File: config.mk
export PLATFORM = sky130hd
export DESIGN_NAME = pixel_loader
export DESIGN_NICKNAME = d
export VERILOG_FILES = /design/src/rtl/pixel_loader.sv
export SDC_FILE = /design/constraint.sdc
export NUM_CORES = 1
export LEC_CHECK = 0
export ABC_AREA = 1
export CAP_MARGIN = 20
export CORE_ASPECT_RATIO = 1.5
export CORE_MARGIN = 5
export CORE_UTILIZATION = 49
export DETAILED_ROUTE_END_ITERATION = 6
export GPL_ROUTABILITY_DRIVEN = 0
export GPL_TIMING_DRIVEN = 0
export PLACE_DENSITY = 0.84
export SETUP_SLACK_MARGIN = 0.5
export SYNTH_ARGS = -nofsm -noshare
export SYNTH_HDL_FRONTEND = slang
export SYNTH_SLANG_ARGS = --single-unit
export TNS_END_PERCENT = 100
File: constraint.sdc
create_clock -name clk -period 1.94 [get_ports clk]
set_input_delay 0.485 -clock clk [delete_from_list [all_inputs] [get_ports clk]]
set_output_delay 0.485 -clock clk [all_outputs]
set_load 0.01 [all_outputs]
File: src/rtl/pixel_loader.sv
// pixel_loader
// Packs a received byte stream (one colour byte per data_ready strobe) into
// RGB pixels and spreads them across `channels` panel RAMs, each
// width*scan pixels deep. Signals frame completion, supports a restart, and
// optionally double-buffers against the matrix driver's frame start.
//
// Build option: define PIXEL_LOADER_DBUF_EN for double buffering. That adds
// the PENDING state, the wr_buf/disp_buf swap on frame_start and the overrun
// flag. Without it, wr_buf/disp_buf/overrun are tied 0 and frame_start is
// ignored.
//
// Ports:
//   clk, reset       system clock, asynchronous active-high reset
//   data, data_ready received byte and its one-cycle strobe
//   restart          abandon current frame; next byte is pixel 0 colour 0 ch 0
//   frame_start      start-of-display-frame pulse from the matrix driver
//   wr_addr          RAM write address
//   wr_data          data replicated `colors` times
//   wr_byte_en       one-hot colour lane
//   wr_en            one-hot channel write enable
//   wr_buf/disp_buf  buffer half being written / to be displayed
//   frame_done       one-cycle pulse alongside the final write of a frame
//   overrun          sticky: a byte arrived while waiting for a swap
module pixel_loader #(
    parameter int width      = 64,
    parameter int scan_bit   = 4,
    parameter int channels   = 2,
    parameter int colors     = 3,
    parameter int color_bits = 8,
    localparam int length     = width * (1 << scan_bit),
    localparam int length_bit = $clog2(length),
    localparam int ch_bit     = (channels > 1) ? $clog2(channels) : 1
) (
    input  logic                         clk,
    input  logic                         reset,
    input  logic [color_bits-1:0]        data,
    input  logic                         data_ready,
    input  logic                         restart,
    input  logic                         frame_start,
    output logic [length_bit-1:0]        wr_addr,
    output logic [colors*color_bits-1:0] wr_data,
    output logic [colors-1:0]            wr_byte_en,
    output logic [channels-1:0]          wr_en,
    output logic                         wr_buf,
    output logic                         disp_buf,
    output logic                         frame_done,
    output logic                         overrun
);

    localparam logic [length_bit-1:0] LAST_ADDR = length_bit'(length - 1);
    localparam logic [ch_bit-1:0]     LAST_CH   = ch_bit'(channels - 1);

`ifdef PIXEL_LOADER_DBUF_EN
    typedef enum logic {LOAD, PENDING} state_t;
`else
    typedef enum logic {LOAD} state_t;
`endif

    state_t state, state_d;

    logic [colors-1:0]     lane;
    logic [length_bit-1:0] addr;
    logic [ch_bit-1:0]     chan;

    logic accept;
    logic last_byte;
    logic complete;

    // Wraps use compares so non-power-of-two channels/colors work.
    assign last_byte = lane[colors-1] && (addr == LAST_ADDR) && (chan == LAST_CH);
    assign complete  = accept && last_byte;

`ifdef PIXEL_LOADER_DBUF_EN
    logic drop;
    logic swap;
`else
    logic unused_frame_start;
    assign unused_frame_start = frame_start;
`endif

    always_ff @(posedge clk or posedge reset) begin
        if (reset) state <= LOAD;
        else       state <= state_d;
    end

    always_comb begin
        state_d = state;
        accept  = 1'b0;
`ifdef PIXEL_LOADER_DBUF_EN
        drop    = 1'b0;
        swap    = 1'b0;
        if (restart) begin
            state_d = LOAD;
        end else if (state == PENDING) begin
            drop = data_ready;
            if (frame_start) begin
                swap    = 1'b1;
                state_d = LOAD;
            end
        end else begin
            accept = data_ready;
            // A frame_start in this same cycle is deliberately not honoured;
            // the swap waits for the next one.
            if (data_ready && last_byte) state_d = PENDING;
        end
`else
        if (restart) state_d = LOAD;
        else         accept  = data_ready && (state == LOAD);
`endif
    end

    // Write port and pixel counters
    always_ff @(posedge clk or posedge reset) begin
        if (reset) begin
            lane       <= colors'(1);
            addr       <= '0;
            chan       <= '0;
            wr_addr    <= '0;
            wr_data    <= '0;
            wr_byte_en <= '0;
            wr_en      <= '0;
            frame_done <= 1'b0;
        end else begin
            wr_byte_en <= '0;
            wr_en      <= '0;
            frame_done <= complete;
            if (restart) begin
                // restart beats a coincident data_ready: the byte is discarded
                lane <= colors'(1);
                addr <= '0;
                chan <= '0;
            end else if (accept) begin
                wr_addr    <= addr;
                wr_data    <= {colors{data}};
                wr_byte_en <= lane;
                wr_en      <= channels'(1) << chan;
                if (lane[colors-1]) begin
                    lane <= colors'(1);
                    if (addr == LAST_ADDR) begin
                        addr <= '0;
                        chan <= (chan == LAST_CH) ? '0 : chan + 1'b1;
                    end else begin
                        addr <= addr + 1'b1;
                    end
                end else begin
                    lane <= lane << 1;
                end
            end
        end
    end

`ifdef PIXEL_LOADER_DBUF_EN
    always_ff @(posedge clk or posedge reset) begin
        if (reset) begin
            wr_buf   <= 1'b1;
            disp_buf <= 1'b0;
            overrun  <= 1'b0;
        end else begin
            if (restart)   overrun <= 1'b0;
            else if (drop) overrun <= 1'b1;
            if (swap) begin
                disp_buf <= wr_buf;
                wr_buf   <= ~wr_buf;
            end
        end
    end
`else
    assign wr_buf   = 1'b0;
    assign disp_buf = 1'b0;
    assign overrun  = 1'b0;
`endif

endmodule
**Run 1: routed clock nets over the placement**

Bar = 20 um.
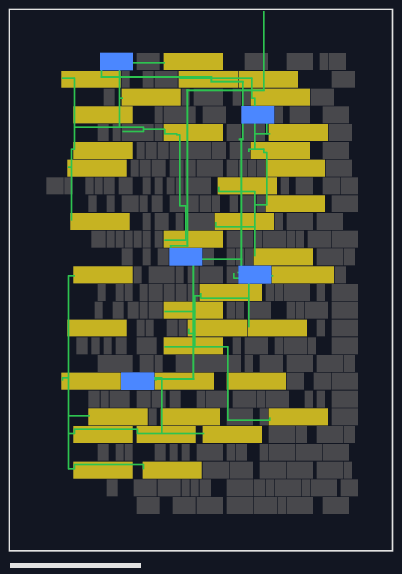
- green: clock wires (length 436 um)
- yellow: flip-flops (count 38)
- blue: clock drivers (count 5)
- routed clock nets: 6
insertion delay at the late pin of the worst-skew pair: 0.29 ns
Clk power: 0.547 mW

**Run 1: clock wiring as the flow saved it**

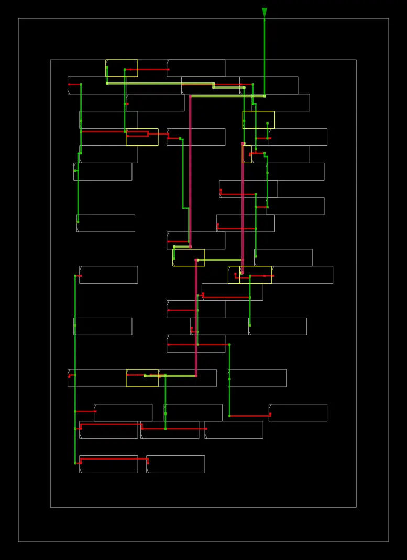
flip-flops: 38
number of CTS-inserted buffers: 5
clock skew: 0.003895 ns

**Run 1: routed metal, one color a layer**

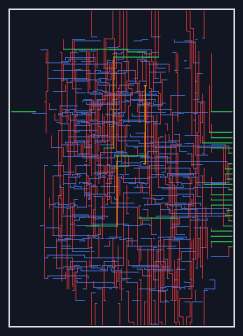
- red: metal 2 (wire length 2440 um)
- blue: metal 1 (wire length 1580 um)
- green: metal 3 (wire length 156 um)
- orange: metal 4 (wire length 62.6 um)
WL final: 4239 um
overall track demand over capacity in global routing: 0.1921

**Run 1: wires at chosen ports, followed through buffers**

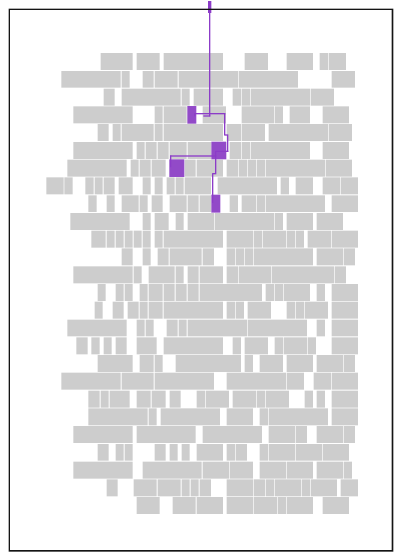
- purple: `restart` (bits 1; direction input; end cells 4; buffers 1; wire 46.8 um)
count of buffers from port buffering: 51
I/O pin total: 56

==> flow_summary.yaml, run 1 <==
# synthesis and place-and-route metrics
status:
  outcome: "completed"
placed_design:
  pre_cts_slack_ns: 0.1344
  place_area_sq_um: 2325
  placed_insts: 294
  dp.final_hpwl_um: 2844
pwr:
  power_report.internal_total_mw: 1.400
  net-switching-power_mw: 0.4850
  power.sequential.total_mw: 0.874
  dominant_power_group: "sequential cells"
  power_frac_comb: 0.246
  leakage_nw: 1.328
sta:
  final_max_slew_viol_count: 0
  setup_viol: 0
  min_period_ns: 1.544
  achievable-frequency_ghz: 0.6477
  slew_headroom: 0.5835
floorplan:
  floorplan.core_area_sq_um: 3416
  rows: 26
  dieArea_sq_um: 4835
logic_synthesis:
  numSynthFlops: 38
  number_of_unique_standard_cell_types_used_by_synthesis: 25
  postSynthSeqShare: 0.5514
  yosys-top-cells-area: "sky130_fd_sc_hd__dfrtp_1 54%, sky130_fd_sc_hd__nand2_1 13%, sky130_fd_sc_hd__buf_4 8.3%, sky130_fd_sc_hd__o21ai_0 4.1%, sky130_fd_sc_hd__inv_1 3.7%"
  netlist.top_cell.by_area: "sky130_fd_sc_hd__dfrtp_1"
  synth.cellmix.simpleShare: 0.2232
  cell_count_after_synthesis: 198
clocking:
  cts_max_level: 2
  clock-sinks: 38
  clk_pin_slew_worst_paths_ns: 0.07
routing:
  met2_wirelength_um: 2442
  avgViaCountPerCell: 4.752
  ant_nets: 0
layout:
  final_layout_top_logic_cells: "56 x sky130_fd_sc_hd__nand2_1, 40 x sky130_fd_sc_hd__buf_6, 36 x sky130_fd_sc_hd__dfrtp_1"
  clk_share: 0.03494
  buffer_area_frac: 0.3346
  sh_comb_area: 0.2154
  flop_area_sq_um: 953.4
  final.clkbuf_count: 7
  inverters: 21
grt:
  grt_most_used_layer: "met2"
job:
  timing.max_cap.violations: 0
worst_hold_path:
  hold_path.class: "reg -> reg"
  timing.hold.worst.start: "wr_addr[3]"
critical_path:
  worstSetupEndpoint: "wr_data[16]"
--- run 2 (diff from run 1) ---
- CORE_UTILIZATION: 49 -> 45
- PLACE_DENSITY: 0.84 -> 0.78
- clock period: 1.94 -> 1.6 ns (I/O delays scaled with it)
**Run 2: clock wiring as the flow saved it**

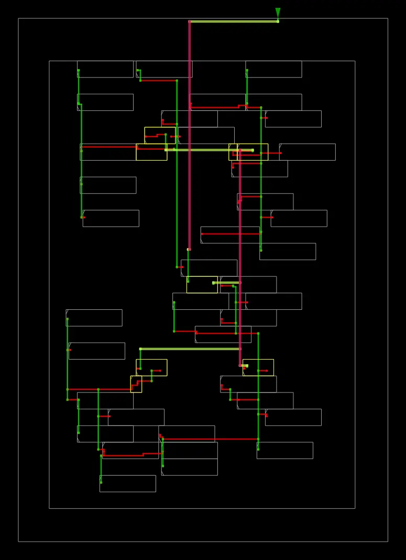
clock buffers: 7
number of clock sinks: 38
Clk power: 0.670 mW

==> flow_summary.yaml, run 2 <==
# synthesis and place-and-route metrics
layout:
  sh_comb_area: 0.2478
  n_sequential_cell: 38
  buffer_area_frac: 0.3292
  clk_share: 0.03247
  inverters: 22
  final_layout_top_logic_cells: "55 x sky130_fd_sc_hd__nand2_1, 45 x sky130_fd_sc_hd__buf_6, 37 x sky130_fd_sc_hd__dfrtp_1"
placed_design:
  dp.final_hpwl_um: 2853
  placed_insts: 294
  pre_cts_slack_ns: -0.1373
logic_synthesis:
  postSynthSeqShare: 0.5514
  number_of_unique_standard_cell_types_used_by_synthesis: 25
  yosys-top-cells-area: "sky130_fd_sc_hd__dfrtp_1 54%, sky130_fd_sc_hd__nand2_1 13%, sky130_fd_sc_hd__buf_4 8.3%, sky130_fd_sc_hd__o21ai_0 4.1%, sky130_fd_sc_hd__inv_1 3.7%"
  synth.cellmix.simpleShare: 0.2232
job:
  timing.max_cap.violations: 0
grt:
  grt_most_used_layer: "met2"
  grt_util_all_layers: 0.1777
pwr:
  power_frac_comb: 0.264
  dominant_power_group: "sequential cells"
clocking:
  cts_max_level: 2
floorplan:
  dieArea_sq_um: 5201
  i_o_pin_total: 56
sta:
  fin_skew_ns: 0.004324
routing:
  avgViaCountPerCell: 4.946
  met2_wirelength_um: 2835
status:
  outcome: "completed"
worst_hold_path:
  hold_path.class: "reg -> reg"
--- run 3 (diff from run 2) ---
- SKIP_CTS_REPAIR_TIMING: default -> 1
**Run 3: wires at chosen ports, followed through buffers**

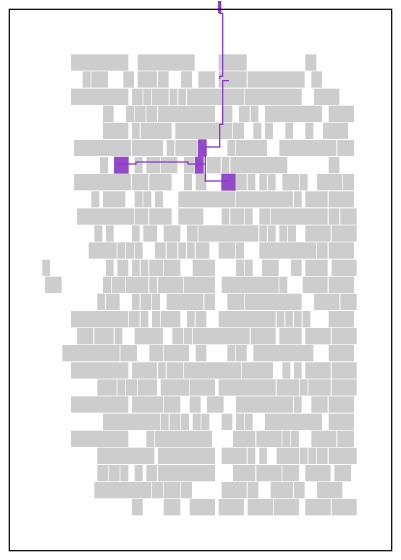
- purple: `restart` (bits 1; direction input; end cells 4; buffers 1; wire 50.1 um)

==> flow_summary.yaml, run 3 <==
# synthesis and place-and-route metrics
pwr:
  net-switching-power_mw: 0.5907
  dominant_power_group: "sequential cells"
  leakage_nw: 1.407
  power_frac_comb: 0.246
sta:
  achievable-frequency_ghz: 0.6931
  fin_skew_ns: 0.002601
routing:
  met2_wirelength_um: 2433
  avgViaCountPerCell: 4.708
clocking:
  clk_pin_slew_worst_paths_ns: 0.07
placed_design:
  place.port_buffers: 51
  pre_cts_slack_ns: -0.1373
  place_area_sq_um: 2305
layout:
  flop_area_sq_um: 953.4
  buffer_area_frac: 0.3105
  inverters: 22
  sh_comb_area: 0.2451
worst_hold_path:
  hold_path.class: "in -> reg"
logic_synthesis:
  number_of_unique_standard_cell_types_used_by_synthesis: 25
  numSynthFlops: 38
status:
  outcome: "completed"
floorplan:
  rows: 27
Power figures rest on the tool's default switching activity, not on a simulated workload.
